`config.mk`:
```
export PLATFORM = sky130hd
export DESIGN_NAME = trees_spawner
export DESIGN_NICKNAME = d
export VERILOG_FILES = /design/src/rtl/trees_spawner.sv
export SDC_FILE = /design/constraint.sdc
export NUM_CORES = 1
export LEC_CHECK = 0
export ABC_AREA = 1
export CAP_MARGIN = 0
export CELL_PAD_IN_SITES_DETAIL_PLACEMENT = 2
export CELL_PAD_IN_SITES_GLOBAL_PLACEMENT = 2
export CORE_MARGIN = 3
export CORE_UTILIZATION = 31
export CTS_CLUSTER_SIZE = 40
export DETAILED_ROUTE_END_ITERATION = 12
export MAX_ROUTING_LAYER = met4
export PLACE_DENSITY_LB_ADDON = 0.1
export SYNTH_ARGS = -nofsm -noshare
export SYNTH_HDL_FRONTEND = slang
export SYNTH_SLANG_ARGS = --single-unit
```
`constraint.sdc`:
```
create_clock -name clk -period 4.95 [get_ports clk]
set_input_delay 0.99 -clock clk [delete_from_list [all_inputs] [get_ports clk]]
set_output_delay 0.99 -clock clk [all_outputs]
set_load 0.02 [all_outputs]
```
`src/rtl/trees_spawner.sv`:
```
// trees_spawner: owns 8 tree slots (X/Y, alive), spawns at random X,
// moves trees down per frame, retires off-screen or on collision hit.
// In : clk, resetN, startOfFrame, spawnEnable, speed[3:0], collisionRequest[7:0]
// Out: treesCoordinates[7:0][1:0][10:0] ([i][0]=X,[i][1]=Y), treesActive[7:0],
//      treeCount[3:0], spawnMissed (1-cycle pulse)
// Option: define TREES_RAMP_EN to shorten the spawn interval per spawn.
module trees_spawner #(
  parameter int          SPAWN_FRAMES = 30,
  parameter logic [10:0] SPAWN_Y      = 11'd0,
  parameter logic [10:0] BOTTOM_Y     = 11'd480,
  parameter logic [10:0] X_MIN        = 11'd32,
  parameter logic [10:0] PARK_Y       = 11'd0,
  parameter logic [15:0] LFSR_SEED    = 16'hACE1
) (
  input  logic                  clk,
  input  logic                  resetN,
  input  logic                  startOfFrame,
  input  logic                  spawnEnable,
  input  logic [3:0]            speed,
  input  logic [7:0]            collisionRequest,
  output logic [7:0][1:0][10:0] treesCoordinates,
  output logic [7:0]            treesActive,
  output logic [3:0]            treeCount,
  output logic                  spawnMissed
);
  localparam int CW = $clog2(SPAWN_FRAMES + 1);
  localparam logic [CW-1:0] FRAMES = CW'(SPAWN_FRAMES);
  localparam logic [21:0] PARKED = {PARK_Y, 11'd0};

  typedef enum logic [1:0] {IDLE, MOVE, SPAWN} state_t;
  state_t r_state, w_state_nxt;

  logic [15:0]           r_lfsr;
  logic                  w_fb;
  logic [CW-1:0]         r_cnt, w_cnt_nxt, w_interval;
  logic                  r_due, w_due_nxt;
  logic [7:0]            r_active, w_act_nxt;
  logic [7:0][1:0][10:0] r_coords, w_crd_nxt;
  logic [3:0]            r_count, w_count_nxt;
  logic                  r_missed, w_missed_nxt;
  logic                  w_spawn_ok, w_free;
  logic [2:0]            w_slot;
  logic [7:0][10:0]      w_newy;

  assign treesCoordinates = r_coords;
  assign treesActive      = r_active;
  assign treeCount        = r_count;
  assign spawnMissed      = r_missed;

  assign w_fb = r_lfsr[0] ^ r_lfsr[2] ^ r_lfsr[3] ^ r_lfsr[5];

  for (genvar g = 0; g < 8; g++) begin : g_newy
    assign w_newy[g] = r_coords[g][1] + {7'd0, speed};
  end

`ifdef TREES_RAMP_EN
  localparam logic [CW-1:0] FLOOR = CW'(SPAWN_FRAMES / 2);
  logic [CW-1:0] r_interval;
  always_ff @(posedge clk or negedge resetN) begin
    if (!resetN)
      r_interval <= FRAMES;
    else if (w_spawn_ok && r_interval > FLOOR)
      r_interval <= r_interval - 1'b1;
  end
  assign w_interval = r_interval;
`else
  assign w_interval = FRAMES;
`endif

  always_ff @(posedge clk or negedge resetN) begin
    if (!resetN) r_state <= IDLE;
    else         r_state <= w_state_nxt;
  end

  always_comb begin
    w_state_nxt = r_state;
    unique case (r_state)
      IDLE:    if (startOfFrame) w_state_nxt = MOVE;
      MOVE:    w_state_nxt = SPAWN;
      SPAWN:   w_state_nxt = IDLE;
      default: w_state_nxt = IDLE;
    endcase
  end

  always_comb begin
    w_act_nxt    = r_active;
    w_crd_nxt    = r_coords;
    w_cnt_nxt    = r_cnt;
    w_due_nxt    = r_due;
    w_missed_nxt = 1'b0;
    w_free       = 1'b0;
    w_slot       = 3'd0;
    // descending scan leaves the lowest free index
    for (int i = 7; i >= 0; i--) begin
      if (!r_active[i]) begin
        w_free = 1'b1;
        w_slot = 3'(i);
      end
    end
    w_spawn_ok = (r_state == SPAWN) && r_due
                 && spawnEnable && w_free;
    if (r_state == MOVE) begin
      for (int i = 0; i < 8; i++) begin
        if (r_active[i]) begin
          if (w_newy[i] >= BOTTOM_Y) begin
            w_act_nxt[i] = 1'b0;
            w_crd_nxt[i] = PARKED;
          end else begin
            w_crd_nxt[i][1] = w_newy[i];
          end
        end
      end
      if (r_cnt == w_interval - 1'b1) begin
        w_cnt_nxt = '0;
        w_due_nxt = 1'b1;
      end else begin
        w_cnt_nxt = r_cnt + 1'b1;
        w_due_nxt = 1'b0;
      end
    end
    if (r_state == SPAWN) begin
      w_due_nxt    = 1'b0;
      w_missed_nxt = r_due && spawnEnable && !w_free;
    end
    // hits override movement; the spawn slot is free so a hit there
    // is a no-op and the load below keeps the new tree
    for (int i = 0; i < 8; i++) begin
      if (r_active[i] && collisionRequest[i]) begin
        w_act_nxt[i] = 1'b0;
        w_crd_nxt[i] = PARKED;
      end
    end
    if (w_spawn_ok) begin
      w_act_nxt[w_slot]    = 1'b1;
      w_crd_nxt[w_slot][0] = X_MIN + {2'b00, r_lfsr[8:0]};
      w_crd_nxt[w_slot][1] = SPAWN_Y;
    end
    w_count_nxt = '0;
    for (int i = 0; i < 8; i++)
      w_count_nxt = w_count_nxt + {3'd0, w_act_nxt[i]};
  end

  always_ff @(posedge clk or negedge resetN) begin
    if (!resetN) begin
      r_lfsr   <= LFSR_SEED;
      r_cnt    <= '0;
      r_due    <= 1'b0;
      r_active <= '0;
      r_coords <= {8{PARKED}};
      r_count  <= '0;
      r_missed <= 1'b0;
    end else begin
      r_lfsr   <= {w_fb, r_lfsr[15:1]};
      r_cnt    <= w_cnt_nxt;
      r_due    <= w_due_nxt;
      r_active <= w_act_nxt;
      r_coords <= w_crd_nxt;
      r_count  <= w_count_nxt;
      r_missed <= w_missed_nxt;
    end
  end
endmodule
```
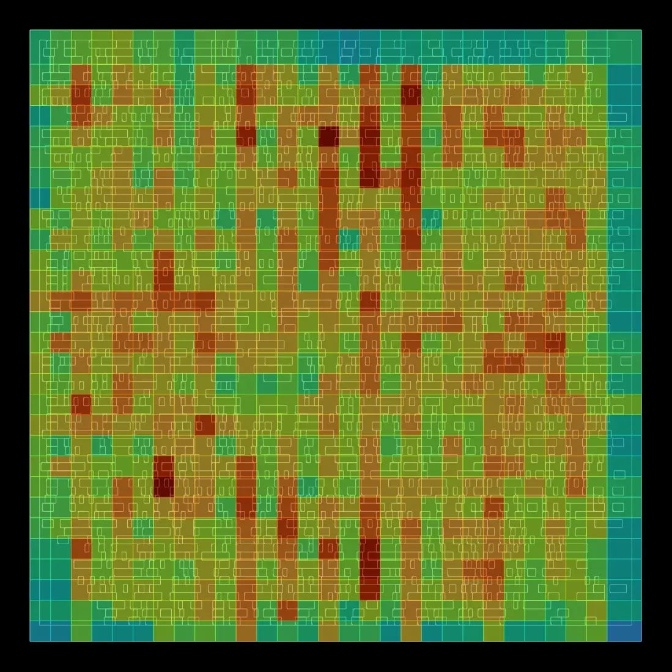
(run_1/final_congestion.png)
overall routing resource usage: 24.1%
final core utilization: 42.7%
per-cell routed wire length: 19.7 microns
most congested layer reported by global routing: met2

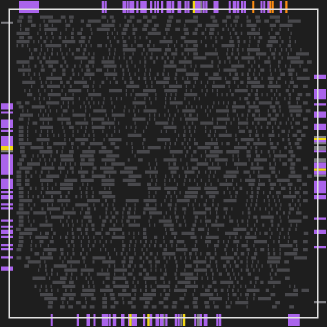
(run_1/pins.png)
Drawn at 1.5 px/micron. Pins as bars across the die edge, other pins in grey.
colour	port	pins	direction	edge
yellow	collisionRequest	8	input	3 bottom, 2 left, 2 right, 1 top
orange	speed	4	input	top
purple	treesCoordinates	176	output	58 top, 44 left, 41 bottom, 33 right
all pins by edge	64 top, 50 bottom, 48 left, 43 right

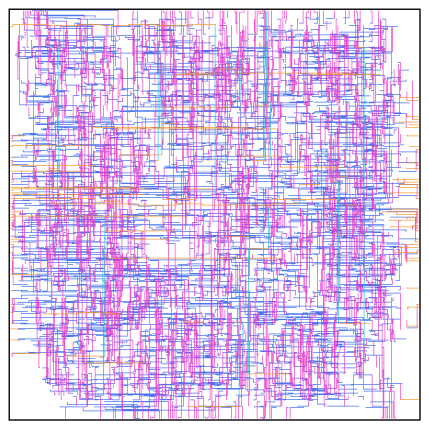
(run_1/metal_stack.png)
Drawn at 2 px/micron.
colour	layer	wire length
blue	met1	22.2 mm
cyan	met4	1150 microns
orange	met3	1950 microns
magenta	met2	23.6 mm

==> flow_summary.html, run 1 <==
<p>Metrics extracted from the flow reports.</p>
<table>
<tr><th>Metric</th><th>Value</th></tr>
<tr><th colspan="2">Power</th></tr>
<tr><td>Peak VDD IR</td><td>0.218 mV</td></tr>
<tr><td>Portion of total power attributed to the clock network</td><td>38.7%</td></tr>
<tr><td>Group drawing the most power</td><td>clock</td></tr>
<tr><td>Switching Fraction</td><td>32.3%</td></tr>
<tr><td>Power dissipated in the clock network</td><td>0.00222 W</td></tr>
<tr><td>Power density normalized to cell area</td><td>345 nW/um^2</td></tr>
<tr><td>Static Leakage</td><td>8.36 nW</td></tr>
<tr><td>Comb. pwr</td><td>0.00140 W</td></tr>
<tr><th colspan="2">Worst setup path</th></tr>
<tr><td>Endpoint of the worst register-to-register path</td><td>treeCount[1]</td></tr>
<tr><td>Most prevalent standard cell on the critical path</td><td>sky130_fd_sc_hd__inv_1</td></tr>
<tr><td>Setup slack of the most critical reg-to-reg path</td><td>0.34 ns</td></tr>
<tr><td>Top cell family by delay on the critical path</td><td>adder cells</td></tr>
<tr><td>Capture point of the critical path</td><td>treeCount[1]</td></tr>
<tr><td>Cell with the biggest individual delay on the critical path</td><td>sky130_fd_sc_hd__fa_1</td></tr>
<tr><td>Sort of element at the start of the critical path</td><td>input pin</td></tr>
<tr><td>Worst stage delay on the critical path</td><td>0.56 ns</td></tr>
<tr><td>Top fanout value on the critical path</td><td>4</td></tr>
<tr><td>Type of the worst setup path</td><td>in2reg</td></tr>
<tr><td>Arrival time of the worst setup path</td><td>5.22 ns</td></tr>
<tr><td>Worst path bufs/invs</td><td>10</td></tr>
<tr><td>Reg2Reg Launch Point</td><td>treesCoordinates[33]</td></tr>
<tr><td>Worst endpoint required time</td><td>5.40 ns</td></tr>
<tr><th colspan="2">Route</th></tr>
<tr><td>Post-DRT Antenna Nets</td><td>0</td></tr>
<tr><td>Remaining DRCs</td><td>0</td></tr>
<tr><td>Violation count after the first detailed-route iteration</td><td>486</td></tr>
<tr><td>Vias per cell</td><td>4.80</td></tr>
<tr><th colspan="2">Logic synthesis</th></tr>
<tr><td>Cells after Synth</td><td>1659</td></tr>
<tr><td>Most numerous cell types in the synthesized netlist</td><td>sky130_fd_sc_hd__nand2_1 (532), sky130_fd_sc_hd__inv_1 (242), sky130_fd_sc_hd__dfrtp_1 (205)</td></tr>
<tr><td>Top area cell types</td><td>sky130_fd_sc_hd__dfrtp_1 (42%), sky130_fd_sc_hd__nand2_1 (16%), sky130_fd_sc_hd__inv_1 (7.4%), sky130_fd_sc_hd__nor2_1 (6.2%), sky130_fd_sc_hd__nand3_1 (5.0%)</td></tr>
<tr><td>Synthesized cell area</td><td>12200 sq um</td></tr>
<tr><td># Cells Yosys</td><td>1659</td></tr>
<tr><td>Async set or reset register ratio after synthesis</td><td>100%</td></tr>
<tr><td>Average instance area after synthesis</td><td>7.38 sq um</td></tr>
<tr><td>Post-synthesis cell type with the largest instance count</td><td>sky130_fd_sc_hd__nand2_1</td></tr>
<tr><td>Synthesized registers</td><td>213</td></tr>
<tr><td>Predominant post-synthesis flop cell</td><td>sky130_fd_sc_hd__dfrtp_1</td></tr>
<tr><td>Share of synthesized area occupied by flip-flops and latches</td><td>43.6%</td></tr>
<tr><td>Number of different library cells in the post-synthesis netlist</td><td>34</td></tr>
<tr><td>Number of flops mapped to enable cells by yosys</td><td>0</td></tr>
<tr><th colspan="2">Cells and area</th></tr>
<tr><td>Number of sequential cells</td><td>213</td></tr>
<tr><td>Total area of sequential cells</td><td>5340 sq um</td></tr>
<tr><td>#MultiIn Comb</td><td>1164</td></tr>
<tr><td>Number of clock-tree buffers in the layout</td><td>40</td></tr>
<tr><td>Plain + repair buffers</td><td>285</td></tr>
<tr><td>Fill cell total of the finished layout</td><td>4487</td></tr>
<tr><td>Final clock-cell share</td><td>5.98%</td></tr>
<tr><td>Layout cells sized above 1</td><td>11.6%</td></tr>
<tr><td>Commonest non-fill, non-tap cell in the layout</td><td>sky130_fd_sc_hd__nand2_1</td></tr>
<tr><td>Dominant class by area</td><td>multi-input combinational cells</td></tr>
<tr><td>Layout area overhead</td><td>35.5%</td></tr>
<tr><td>Logic share of the area</td><td>35.8%</td></tr>
<tr><td>Max FFs per register</td><td>176</td></tr>
<tr><td>Top library cells by usage in the layout, fill and taps aside</td><td>sky130_fd_sc_hd__nand2_1 (525), sky130_fd_sc_hd__inv_1 (239), sky130_fd_sc_hd__dfrtp_1 (205), sky130_fd_sc_hd__nor2_1 (203), sky130_fd_sc_hd__clkdlybuf4s50_1 (199)</td></tr>
<tr><td>Antenna diode count</td><td>1</td></tr>
<tr><th colspan="2">Clock network</th></tr>
<tr><td>H-tree levels</td><td>1</td></tr>
<tr><td>Clock tree from TritonCTS</td><td>built</td></tr>
<tr><td>Clock Root Buffer</td><td>sky130_fd_sc_hd__clkbuf_16</td></tr>
<tr><td>Hold buffer count at CTS</td><td>0</td></tr>
<tr><th colspan="2">STA</th></tr>
<tr><td>Final worst path period share</td><td>96.4%</td></tr>
<tr><td>Worst-case hold slack</td><td>0.356 ns</td></tr>
<tr><td>Final setup violation count</td><td>0</td></tr>
<tr><td>Tightest Pin Transition</td><td>1.09 ns</td></tr>
<tr><td>Fin Clk Skew</td><td>0.00931 ns</td></tr>
<tr><td>Worst setup margin</td><td>0.177 ns</td></tr>
<tr><td>Max Clock Freq</td><td>210 MHz</td></tr>
<tr><th colspan="2">Global routing</th></tr>
<tr><td>Met3 layer usage reported by global route</td><td>3.67%</td></tr>
<tr><td>Global-route congestion overflow total</td><td>0</td></tr>
<tr><td>Pin count of the biggest net entering global routing</td><td>84</td></tr>
<tr><td>Antenna violations before repair</td><td>1</td></tr>
<tr><td>First-pass GRT wire length</td><td>76.5 mm</td></tr>
<tr><td>Global routing usage on met2</td><td>39.9%</td></tr>
<tr><th colspan="2">Floorplanning</th></tr>
<tr><td>Y dimension of the die</td><td>205 microns</td></tr>
<tr><td>Effective utilization at floorplan</td><td>31.5%</td></tr>
<tr><td># IOs</td><td>205</td></tr>
<tr><td>Number of tap instances</td><td>518</td></tr>
<tr><td>Horiz. Die Dim</td><td>205 microns</td></tr>
<tr><td>Core area</td><td>38800 sq um</td></tr>
<tr><th colspan="2">Run</th></tr>
<tr><td>Max-cap viol count</td><td>0</td></tr>
<tr><td>Tool warnings</td><td>31</td></tr>
<tr><th colspan="2">Outcome</th></tr>
<tr><td>Outcome</td><td>finished clean</td></tr>
<tr><th colspan="2">Place</th></tr>
<tr><td>Placement Setup Slack</td><td>-0.979 ns</td></tr>
<tr><td># port buffers</td><td>204</td></tr>
<tr><td>Post-Place Cell Area</td><td>15400 sq um</td></tr>
<tr><td>Weighted congestion reported at the end of routability-driven placement</td><td>0.868</td></tr>
<tr><td>Inst Count DP</td><td>2428</td></tr>
<tr><td>HPWL after DPL</td><td>36.4 mm</td></tr>
<tr><th colspan="2">Worst hold path</th></tr>
<tr><td>Worst hold path startpoint</td><td>r_lfsr[11]</td></tr>
<tr><td>Type of the worst min-delay path</td><td>reg2reg</td></tr>
</table>
-- run 1: cells by family after synthesis --
family | count (synthesis) | share of synthesized area [%]
buf+inv | 282 | 9.28
flops | 213 | 43.6
simple gates | 951 | 32.6
fa+ha+maj | 55 | 6.36
xor+xnor | 45 | 3.22
compound gates | 113 | 4.87
-- run 1: layer usage --
layer | routed length, microns | part of all wire (%) | vias up
met2 | 23600 | 48 | 193
met1 | 22200 | 45 | 6000
met5 | 0 | 0 | -
met4 | 1150 | 2.3 | 0
met3 | 1950 | 4.0 | 55
li1 | - | - | 5674
-- run 1: what timing repair did --
action,CTS,global route
endpoints found under the setup margin,3,2
pin swaps,2,9
setup buffers,1,2
resized,18,29
==> run_1/registers.png <==
Drawn at 1.5 px/micron. Other sequential cells in the stronger grey, the rest of the logic in the fainter grey.
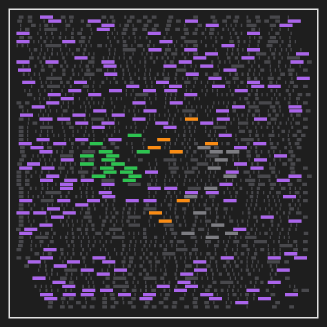

--- run 2 (diff from run 1) ---
- ABC_AREA: 1 -> unset
- CORE_UTILIZATION: 31 -> 33
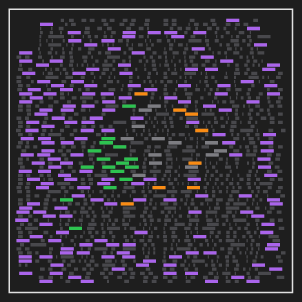
(run_2/registers.png)
Drawn at 1.5 px/micron. Other sequential cells in the stronger grey, the rest of the logic in the fainter grey.
colour	signal	sequential cells
green	r_lfsr	16
purple	treesCoordinates	176
orange	treesActive	8
not coloured	13

==> flow_summary.html, run 2 <==
<p>Metrics extracted from the flow reports.</p>
<table>
<tr><th>Metric</th><th>Value</th></tr>
<tr><th colspan="2">Global routing</th></tr>
<tr><td>Overall routing resource usage</td><td>23.8%</td></tr>
<tr><td>Antenna violations before repair</td><td>0</td></tr>
<tr><td>Pin count of the biggest net entering global routing</td><td>110</td></tr>
<tr><td>Global-route congestion overflow total</td><td>0</td></tr>
<tr><th colspan="2">Cells and area</th></tr>
<tr><td>Dominant class by area</td><td>multi-input combinational cells</td></tr>
<tr><td>Layout area overhead</td><td>41.2%</td></tr>
<tr><td>Top library cells by usage in the layout, fill and taps aside</td><td>sky130_fd_sc_hd__dfrtp_1 (205), sky130_fd_sc_hd__clkdlybuf4s50_1 (199), sky130_fd_sc_hd__buf_4 (107), sky130_fd_sc_hd__nand2_1 (92), sky130_fd_sc_hd__a22o_1 (84)</td></tr>
<tr><td>Final clock-cell share</td><td>5.68%</td></tr>
<tr><td>Number of clock-tree buffers in the layout</td><td>44</td></tr>
<tr><td>Plain + repair buffers</td><td>318</td></tr>
<tr><td>Fill cell total of the finished layout</td><td>3372</td></tr>
<tr><td>Commonest non-fill, non-tap cell in the layout</td><td>sky130_fd_sc_hd__dfrtp_1</td></tr>
<tr><td>Antenna diode count</td><td>0</td></tr>
<tr><td>Layout cells sized above 1</td><td>17.6%</td></tr>
<tr><td>#MultiIn Comb</td><td>745</td></tr>
<tr><td>Number of sequential cells</td><td>213</td></tr>
<tr><td>Total area of sequential cells</td><td>5340 sq um</td></tr>
<tr><td>Logic share of the area</td><td>35.9%</td></tr>
<tr><th colspan="2">Floorplanning</th></tr>
<tr><td># IOs</td><td>205</td></tr>
<tr><td>Effective utilization at floorplan</td><td>34.0%</td></tr>
<tr><td>Y dimension of the die</td><td>188 microns</td></tr>
<tr><td>Horiz. Die Dim</td><td>188 microns</td></tr>
<tr><th colspan="2">Logic synthesis</th></tr>
<tr><td>Cells after Synth</td><td>1049</td></tr>
<tr><td>Number of flops mapped to enable cells by yosys</td><td>0</td></tr>
<tr><td>Synthesized registers</td><td>213</td></tr>
<tr><td>Top area cell types</td><td>sky130_fd_sc_hd__dfrtp_1 (47%), sky130_fd_sc_hd__a22o_1 (6.7%), sky130_fd_sc_hd__ha_1 (4.9%), sky130_fd_sc_hd__nand2_1 (3.3%), sky130_fd_sc_hd__a21oi_1 (2.7%)</td></tr>
<tr><td>Async set or reset register ratio after synthesis</td><td>100%</td></tr>
<tr><td>Most numerous cell types in the synthesized netlist</td><td>sky130_fd_sc_hd__dfrtp_1 (205), sky130_fd_sc_hd__nand2_1 (95), sky130_fd_sc_hd__a22o_1 (84)</td></tr>
<tr><td>Number of different library cells in the post-synthesis netlist</td><td>75</td></tr>
<tr><td>Synthesized cell area</td><td>10900 sq um</td></tr>
<tr><td>Predominant post-synthesis flop cell</td><td>sky130_fd_sc_hd__dfrtp_1</td></tr>
<tr><td>Share of synthesized area occupied by flip-flops and latches</td><td>49.0%</td></tr>
<tr><td>Post-synthesis cell type with the largest instance count</td><td>sky130_fd_sc_hd__dfrtp_1</td></tr>
<tr><th colspan="2">Outcome</th></tr>
<tr><td>Outcome</td><td>finished clean</td></tr>
<tr><th colspan="2">Place</th></tr>
<tr><td>Inst Count DP</td><td>1734</td></tr>
<tr><td># port buffers</td><td>204</td></tr>
<tr><td>Weighted congestion reported at the end of routability-driven placement</td><td>0.831</td></tr>
<tr><th colspan="2">Worst setup path</th></tr>
<tr><td>Worst path bufs/invs</td><td>7</td></tr>
<tr><td>Top fanout value on the critical path</td><td>4</td></tr>
<tr><td>Top cell family by delay on the critical path</td><td>adder cells</td></tr>
<tr><td>Reg2Reg Launch Point</td><td>treesCoordinates[11]</td></tr>
<tr><td>Cell with the biggest individual delay on the critical path</td><td>sky130_fd_sc_hd__fa_1</td></tr>
<tr><td>Endpoint of the worst register-to-register path</td><td>treeCount[1]</td></tr>
<tr><td>Type of the worst setup path</td><td>in2reg</td></tr>
<tr><td>Sort of element at the start of the critical path</td><td>input pin</td></tr>
<tr><td>Capture point of the critical path</td><td>treeCount[1]</td></tr>
<tr><td>Setup slack of the most critical reg-to-reg path</td><td>0.25 ns</td></tr>
<tr><td>Most prevalent standard cell on the critical path</td><td>sky130_fd_sc_hd__inv_2</td></tr>
<tr><td>Arrival time of the worst setup path</td><td>5.28 ns</td></tr>
<tr><td>Worst stage delay on the critical path</td><td>0.58 ns</td></tr>
<tr><th colspan="2">Power</th></tr>
<tr><td>Peak VDD IR</td><td>0.245 mV</td></tr>
<tr><td>Proportion of power drawn by flip-flops and latches</td><td>42.3%</td></tr>
<tr><td>Power dissipated in the clock network</td><td>0.00197 W</td></tr>
<tr><td>Switching Fraction</td><td>26.3%</td></tr>
<tr><td>Comb. pwr</td><td>0.000521 W</td></tr>
<tr><td>Group drawing the most power</td><td>clock</td></tr>
<tr><td>Power density normalized to cell area</td><td>280 nW/um^2</td></tr>
<tr><th colspan="2">Run</th></tr>
<tr><td>Tool warnings</td><td>35</td></tr>
<tr><th colspan="2">Route</th></tr>
<tr><td>Post-DRT Antenna Nets</td><td>0</td></tr>
<tr><td>Per-cell routed wire length</td><td>23.3 microns</td></tr>
<tr><td>Remaining DRCs</td><td>0</td></tr>
<tr><td>Violation count after the first detailed-route iteration</td><td>324</td></tr>
<tr><td>Vias per cell</td><td>5.44</td></tr>
<tr><th colspan="2">Worst hold path</th></tr>
<tr><td>Type of the worst min-delay path</td><td>reg2reg</td></tr>
<tr><th colspan="2">Clock network</th></tr>
<tr><td>Clk_lat worst skew</td><td>0.55 ns</td></tr>
<tr><td>Clock tree from TritonCTS</td><td>built</td></tr>
<tr><td>Clock Root Buffer</td><td>sky130_fd_sc_hd__clkbuf_16</td></tr>
<tr><td>H-tree levels</td><td>1</td></tr>
<tr><td>Post-CTS Repair Setup Buffers</td><td>10</td></tr>
<tr><td>Hold buffer count at CTS</td><td>0</td></tr>
<tr><th colspan="2">STA</th></tr>
<tr><td>Fin Clk Skew</td><td>0.00950 ns</td></tr>
<tr><td>Final setup violation count</td><td>0</td></tr>
<tr><td>Final worst path period share</td><td>97.7%</td></tr>
<tr><td>Max Clock Freq</td><td>207 MHz</td></tr>
<tr><td>Worst-case hold slack</td><td>0.351 ns</td></tr>
</table>
-- run 2: cell families after synthesis --
logic type	synth area share, %
buf+inv	3.41
xor+xnor	3.29
compound gates	20.4
simple gates	16.3
fa+ha+maj	7.14
flops	49.0
mux	0.470
-- run 2: metrics by stage --
step,util (%),worst slack (ns),total power (W)
after global routing,48.1,-0.0307,0.00450
after detailed placement,43.9,-1.06,0.00232
after CTS,47.3,0.00438,0.00433
after global placement,43.9,-0.931,0.00229
final,48.1,0.116,0.00431
after floorplan,-,-0.0893,0.00208
-- run 2: routing by layer --
layer  global-route usage [%]  vias up  share of wire, %
met5                        -        -                 0
met4                     3.67        0               1.5
met3                     5.12       45               5.1
met2                     40.0      198                49
met1                     30.4     5115                44
li1                         -     4448                 -
No activity file was given, so power comes from the tool's default toggle rates.
